[src/rtl/hs_pkg.sv]
// Shared types and elaboration helpers for the round-robin handshake scheduler.
// Latency: none (types and constant functions only).
// Backpressure: not applicable.
package hs_pkg;

    typedef enum logic {
        IDLE   = 1'b0,
        LOCKED = 1'b1
    } state_e;

    // Ceiling log2 for sizing counters and indices at elaboration time.
    function automatic int clog2(input int value);
        int res;
        res = 0;
        for (int i = 0; i < 31; i++) begin
            if ((1 << i) < value) begin
                res = i + 1;
            end
        end
        return res;
    endfunction

endpackage

[src/rtl/rr_pick.sv]
// Round-robin priority pick: first set request at or above ptr, wrapping around.
// Latency: purely combinational.
// Backpressure: none; caller decides whether the grant is used.
module rr_pick
    import hs_pkg::*;
#(
    parameter int N   = 4,
    parameter int IDW = 2
) (
    input  logic [N-1:0]   req,
    input  logic [IDW-1:0] ptr,
    output logic [N-1:0]   gnt_onehot,
    output logic [IDW-1:0] gnt_idx,
    output logic           any
);

    logic [2*N-1:0] dbl;
    logic [N-1:0]   rot;
    int             idx;

    // Rotate a doubled request vector so bit k stands for requester (ptr+k) mod N, then take the lowest.
    always_comb begin
        dbl        = {req, req};
        rot        = N'(dbl >> ptr);
        any        = 1'b0;
        idx        = 0;
        gnt_onehot = '0;
        for (int k = 0; k < N; k++) begin
            if (rot[k] && !any) begin
                any = 1'b1;
                idx = (int'(ptr) + k) % N;
            end
        end
        gnt_idx = IDW'(idx);
        if (any) begin
            gnt_onehot[gnt_idx] = 1'b1;
        end
    end

endmodule

[src/rtl/handshake_rr_scheduler.sv]
// N-way round-robin scheduler onto one credit-gated channel, packets locked until *_last.
// Latency: 1 cycle from input fire to registered out_valid; full register reloads bubble-free.
// Backpressure: in_ready drops when the output register is held or no downstream credit remains.
module handshake_rr_scheduler
    import hs_pkg::*;
#(
    parameter int N       = 4,
    parameter int W       = 8,
    parameter int CREDITS = 6,
    parameter int IDW     = 2,
    localparam int CW     = clog2(CREDITS + 1)
) (
    input  logic           clk,
    input  logic           rst_n,
    input  logic [N-1:0]   in_valid,
    output logic [N-1:0]   in_ready,
    input  logic [N-1:0]   in_last,
    input  logic [N*W-1:0] in_payload,
    output logic           out_valid,
    input  logic           out_ready,
    output logic [W-1:0]   out_payload,
    output logic           out_last,
    output logic [IDW-1:0] out_id,
    input  logic           credit_return,
    output logic [CW-1:0]  credit_cnt,
    output logic           credit_err
);

    state_e         state_q, state_d;
    logic [IDW-1:0] owner_q, owner_d;
    logic [IDW-1:0] rr_ptr_q, rr_ptr_d;
    logic           out_valid_q, out_valid_d;
    logic [W-1:0]   out_payload_q, out_payload_d;
    logic           out_last_q, out_last_d;
    logic [IDW-1:0] out_id_q, out_id_d;
    logic [CW-1:0]  credit_cnt_q, credit_cnt_d;
    logic           credit_err_q, credit_err_d;

    logic [N-1:0]   gnt_onehot;
    logic [IDW-1:0] gnt_idx;
    logic           any;
    logic           load_en;
    logic           fire;
    logic [IDW-1:0] sel_idx;
    logic [IDW-1:0] nxt_ptr;

    rr_pick #(.N(N), .IDW(IDW)) u_pick (
        .req        (in_valid),
        .ptr        (rr_ptr_q),
        .gnt_onehot (gnt_onehot),
        .gnt_idx    (gnt_idx),
        .any        (any)
    );

    // Grant/lock selection, output register loading and credit accounting.
    always_comb begin
        state_d       = state_q;
        owner_d       = owner_q;
        rr_ptr_d      = rr_ptr_q;
        out_valid_d   = out_valid_q;
        out_payload_d = out_payload_q;
        out_last_d    = out_last_q;
        out_id_d      = out_id_q;
        credit_cnt_d  = credit_cnt_q;
        credit_err_d  = credit_err_q;
        in_ready      = '0;

        load_en = (!out_valid_q || out_ready) && (credit_cnt_q != '0);
        sel_idx = (state_q == LOCKED) ? owner_q : gnt_idx;
        nxt_ptr = (sel_idx == IDW'(N - 1)) ? '0 : sel_idx + 1'b1;

        // A locked owner keeps in_ready even while it idles, so a stalled packet cannot be preempted.
        if (load_en) begin
            if (state_q == LOCKED) begin
                in_ready[owner_q] = 1'b1;
            end else if (any) begin
                in_ready = gnt_onehot;
            end
        end
        fire = |(in_valid & in_ready);

        if (fire) begin
            if (in_last[sel_idx]) begin
                state_d  = IDLE;
                rr_ptr_d = nxt_ptr;
            end else begin
                state_d = LOCKED;
                owner_d = sel_idx;
            end
            out_valid_d   = 1'b1;
            out_payload_d = in_payload[sel_idx*W +: W];
            out_last_d    = in_last[sel_idx];
            out_id_d      = sel_idx;
        end else if (out_ready) begin
            out_valid_d = 1'b0;
        end

        // A fire and a return in the same cycle cancel; a surplus return saturates and flags.
        if (fire && !credit_return) begin
            credit_cnt_d = credit_cnt_q - 1'b1;
        end else if (!fire && credit_return) begin
            if (credit_cnt_q == CW'(CREDITS)) begin
                credit_err_d = 1'b1;
            end else begin
                credit_cnt_d = credit_cnt_q + 1'b1;
            end
        end
    end

    // State, output register and credit counter; reset abandons any packet in flight.
    always_ff @(posedge clk or negedge rst_n) begin
        if (!rst_n) begin
            state_q       <= IDLE;
            owner_q       <= '0;
            rr_ptr_q      <= '0;
            out_valid_q   <= 1'b0;
            out_payload_q <= '0;
            out_last_q    <= 1'b0;
            out_id_q      <= '0;
            credit_cnt_q  <= CW'(CREDITS);
            credit_err_q  <= 1'b0;
        end else begin
            state_q       <= state_d;
            owner_q       <= owner_d;
            rr_ptr_q      <= rr_ptr_d;
            out_valid_q   <= out_valid_d;
            out_payload_q <= out_payload_d;
            out_last_q    <= out_last_d;
            out_id_q      <= out_id_d;
            credit_cnt_q  <= credit_cnt_d;
            credit_err_q  <= credit_err_d;
        end
    end

    assign out_valid   = out_valid_q;
    assign out_payload = out_payload_q;
    assign out_last    = out_last_q;
    assign out_id      = out_id_q;
    assign credit_cnt  = credit_cnt_q;
    assign credit_err  = credit_err_q;

endmodule

[config.mk]
export PLATFORM = sky130hd
export DESIGN_NAME = handshake_rr_scheduler
export DESIGN_NICKNAME = d
export VERILOG_FILES = /design/src/rtl/hs_pkg.sv /design/src/rtl/rr_pick.sv /design/src/rtl/handshake_rr_scheduler.sv
export SDC_FILE = /design/constraint.sdc
export NUM_CORES = 1
export LEC_CHECK = 0
export CAP_MARGIN = 5
export CORE_ASPECT_RATIO = 0.8
export CORE_MARGIN = 1
export CORE_UTILIZATION = 39
export CTS_CLUSTER_DIAMETER = 40
export DETAILED_ROUTE_END_ITERATION = 7
export PLACE_DENSITY = 0.77
export SYNTH_ARGS = -nofsm -noshare
export SYNTH_HDL_FRONTEND = slang
export SYNTH_SLANG_ARGS = --single-unit
[constraint.sdc]
create_clock -name clk -period 3.1 [get_ports clk]
set_input_delay 0.62 -clock clk [delete_from_list [all_inputs] [get_ports clk]]
set_output_delay 0.62 -clock clk [all_outputs]
set_load 0.02 [all_outputs]
Fig. 1: routed metal, one colour a layer
Drawn at 4 px/um.
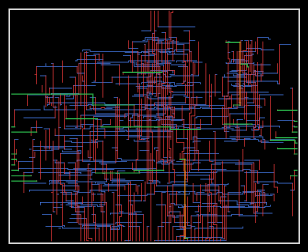
| colour | layer | wire length |
|---|---|---|
| blue | met1 | 1860 um |
| orange | met4 | 35.4 um |
| red | met2 | 2100 um |
| green | met3 | 161 um |

Fig. 2: clock network drawn from the DEF
Drawn at 4 px/um.
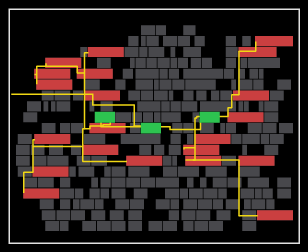
[green] cells driving clock nets | count: 3
[red] flip-flops | count: 21
[yellow] clock wires | length: 249 um
routed clock nets: 4

Fig. 3: zoomed window
Window x 44 to 64, y 5 to 25 um. Cells in grey, sequential cells in the stronger grey; small squares are vias.
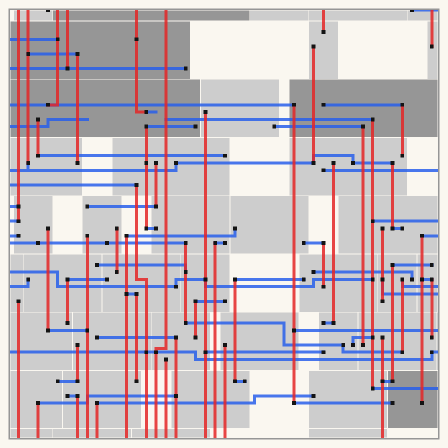
| colour | layer |
|---|---|
| blue | met1 |
| red | met2 |
most frequent: clkdlybuf4s50_1 (10)
netlist names of flops here include: `out_payload` (3)
cells with their middle in the window: 28
sequential cells in the window: 3

Fig. 4: routing congestion map
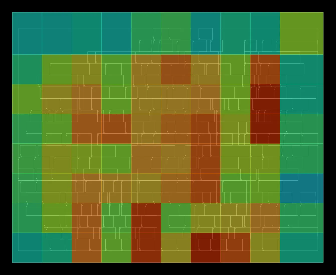
routed wirelength normalized by instance count: 14.9 um
met3 track utilization from global routing: 0.0417
global routing met1 resource utilization: 0.277
GRT Util Overall: 0.218
post-layout utilization of the core: 0.684

Fig. 5: sequential cells coloured by netlist name
Drawn at 6 px/um. Other sequential cells in the stronger grey, the rest of the logic in the fainter grey.
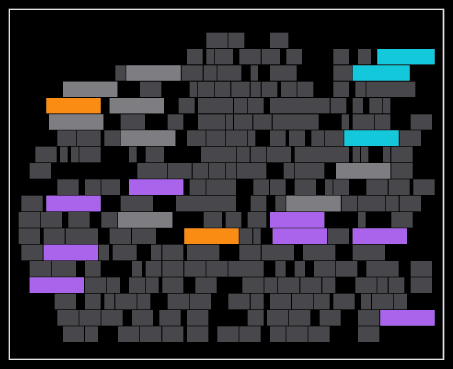
| colour | name in the netlist | flops |
|---|---|---|
| orange | `out_id` | 2 |
| purple | `out_payload` | 8 |
| cyan | `credit_cnt` | 3 |
not coloured: 8

==> how the worst min path moves through the flow <==
stage	startpoint	end	slack [ns]
finish	credit_err$_DFFE_PN0P_	credit_err$_DFFE_PN0P_	0.47
global route	credit_err$_DFFE_PN0P_	credit_err$_DFFE_PN0P_	0.50
CTS	credit_err$_DFFE_PN0P_	credit_err$_DFFE_PN0P_	0.47
detailed placement	credit_err$_DFFE_PN0P_	credit_err$_DFFE_PN0P_	0.45
global placement	credit_err$_DFFE_PN0P_	credit_err$_DFFE_PN0P_	0.45
floorplan	rst_n	credit_cnt[0]$_DFFE_PN0P_	0.32
==> synthesized netlist by cell type (3+ instances only) <==
| master | number | area [sq um] |
|---|---|---|
| dfrtp_1 | 19 | 475 |
| mux2i_1 | 13 | 130 |
| a21oi_1 | 10 | 50.1 |
| a211oi_1 | 9 | 67.6 |
| nor2b_1 | 9 | 56.3 |
| nand2_1 | 8 | 30.0 |
| mux2_4 | 7 | 105 |
| inv_1 | 6 | 22.5 |
| buf_2 | 4 | 20.0 |
| mux2_1 | 3 | 33.8 |
==> cells in the final DEF, fill, tap and decap left out, drive strengths merged, types with 3 or more instances in the layout <==
cell	Yosys	final
nand2	9	9
dlygate4sd2	0	4
mux2i	13	13
mux2	12	12
a211oi	9	9
o21ai	6	6
nor2b	9	9
and2	3	3
clkdlybuf4s50	0	57
a21oi	11	11
buf	6	25
clkbuf	1	3
inv	7	7
o31ai	3	3
dfrtp	19	19
==> timing repair <==
| item | CTS | global route |
|---|---|---|
| buffers inserted | 0 | 0 |
| resized | 7 | 3 |
| setup endpoints to repair | 5 | 5 |
| hold buffers | 0 | 0 |
| pin swaps | 0 | 2 |
==> run notes <==
The run gives 1060 nW/um^2 for the total power density per cell area. The worst setup path is launched from an input pin. In the finished layout, the clock tree contains a buffer count of 3.

The analysis attributes to net switching a power of 1.12 mW. The total stage count of the critical path works out to 7. The sequential share of power is 0.223, and the combinational share of power is 0.709.

Fraction of area in registers: 0.215. The chip area line in the Yosys stat output reads 1530 sq um. The sequential cells in the finished layout cover a total of 528 sq um.

For the total power draw, the log shows 2.60 mW. With the met2 capacity usage during global routing at 0.394, the number of iterations in the first detailed-routing pass is 4. With the portion of the layout cell area used by clock cells at 0.0188, the via count of the routed design is 1441. The startpoint of the most critical register-to-register path is rr_ptr_q[1]$_DFFE_PN0P_. Largest family of logic cells by area: AND-OR/OR-AND gates.

For reference, the final report shows the hold violation count at 0. The cell sequence reported for the critical path is clkdlybuf4s50_1 > buf_4 > a221o_1 > o21a_1 > o31ai_4 > and2_1 > clkdlybuf4s15_1. The longest clock path from root to sink contains 2 buffers. Per the post-synthesis report, the nets total 188. With the time the final worst path needs with I/O delays and setup at 3.00 ns, the worst hold margin is 0.469 ns. Per the layout report, the design carries 88 non-clock buffers.

The post-route report lists met1 wire length as 1860 um. The count of routing violations after the opening detailed-route iteration was 52. The tools report the terminus of the critical flop-to-flop path as credit_cnt[2]$_DFFE_PN1P_. Starting utilization of the core area: 0.427. The final report lists the setup-violating endpoint count as 0. Looking at the setup timing report, the critical path kind is in2out.

In this run the cell area measured after placement is 2400 sq um. The die is 58.1 um tall. Cell kind with the greatest summed area: logic gates. With the arrival time reported for the critical path endpoint at 2.38 ns, the post-layout period usage of the worst path is 0.967. The run gives 0.0171 for the post-synthesis xor/xnor area fraction. The number of antenna violations at the first check in global routing came out at 0. On the final layout, the worst clock skew is 0.00534 ns. For the sum of overflow across all layers after global routing, the log shows 0. The flow reports power dissipated in combinational cells as 1.85 mW. The sequential-to-total area share from yosys stat is 0.344.

For the worst setup path, the data required time is 2.48 ns. For the combined area of the multi-input logic cells, the log shows 975 sq um. Setup repair after global routing left no endpoint under its margin. The proportion of final cell area spent on non-clock buffers was 0.332. The root buffer cell chosen for the clock tree is clkbuf_8. Most crowded layer after global routing: met2.

In this run the cell area of the synthesized design comes to 1530 sq um. The count of maximum capacitance violations is 0. Between the synthesized netlist and the finished layout, the area growth was recorded as 60.1%. The design has 21 sequential cells. The amount of wire on met3 after detailed routing was 160 um; the fraction of registers with async set or reset after synthesis was 1.00. The logs give 1 for the number of H-tree levels and 4150 um for the total wire length. The number of logic gates is 106. The multiplexer share of the synthesized area is 0.190, and the length in cells of the worst reg-to-reg path is 14. Per the timing report, the biggest fanout along the worst path comes to 4.

The total of flip-flops plus latches after synthesis is 21, and the placeable core region is 3590 sq um. The static leakage power is 1.06 nW, and the total negative slack is 0 ns. Cell family contributing the most delay on the critical path: buffers and inverters. The run gives 0.26 ns for the clock insertion delay at the later pin of the skew report.

TritonCTS reports the number of clock sinks as 21. The total cells reported by yosys after synthesis is 141. The finished layout holds 278 standard cells, fillers aside.

0 antenna diodes ended up in the layout. The transition time recorded at the tightest slew-check pin is 0.955 ns. The run finished with clean final reports. The OpenROAD warning count works out to 27.

The ratio of cells with drive above 1 in the final layout came out at 0.261. In this run, synthesis inferred 0 flip-flops with an integrated enable. The tools report the yosys synthesis warning count as 0. The clock buffer count from CTS is 3. Adder and majority cell fraction of the synthesized area: 0.0294. The uppermost layer routed was met4.

The routed design uses 2100 um of met2 wire. The final max-slew violation count recorded for this run is 0. With the instance count along the most critical hold path at 1, the total of buffers placed on input and output ports is 63.

Setup slack on the critical path of the routed design comes to 0.101 ns. STA reports the tightest min-delay check as being of type reg2reg. For the number of fillers in the final layout, the log shows 265.

The run gives 0.177 mW as the total clock network power. The number of flip-flops under the largest register name came out at 8. After the last flow step, the layout net total stands at 274. The switching part of the total power works out to 0.430.

The largest part of the power goes to combinational logic. Post-route cell area: 2460 sq um. For flop-to-flop paths, the worst setup slack is 0.38 ns. The routed layout reports a DRC error count of 0.

The area fraction in compound gates after synthesis is 0.259, and the post-detailed-placement half-perimeter wirelength is 3340 um. The termination of the worst setup path is in_ready[1].
Power and IR drop assume default switching activity.
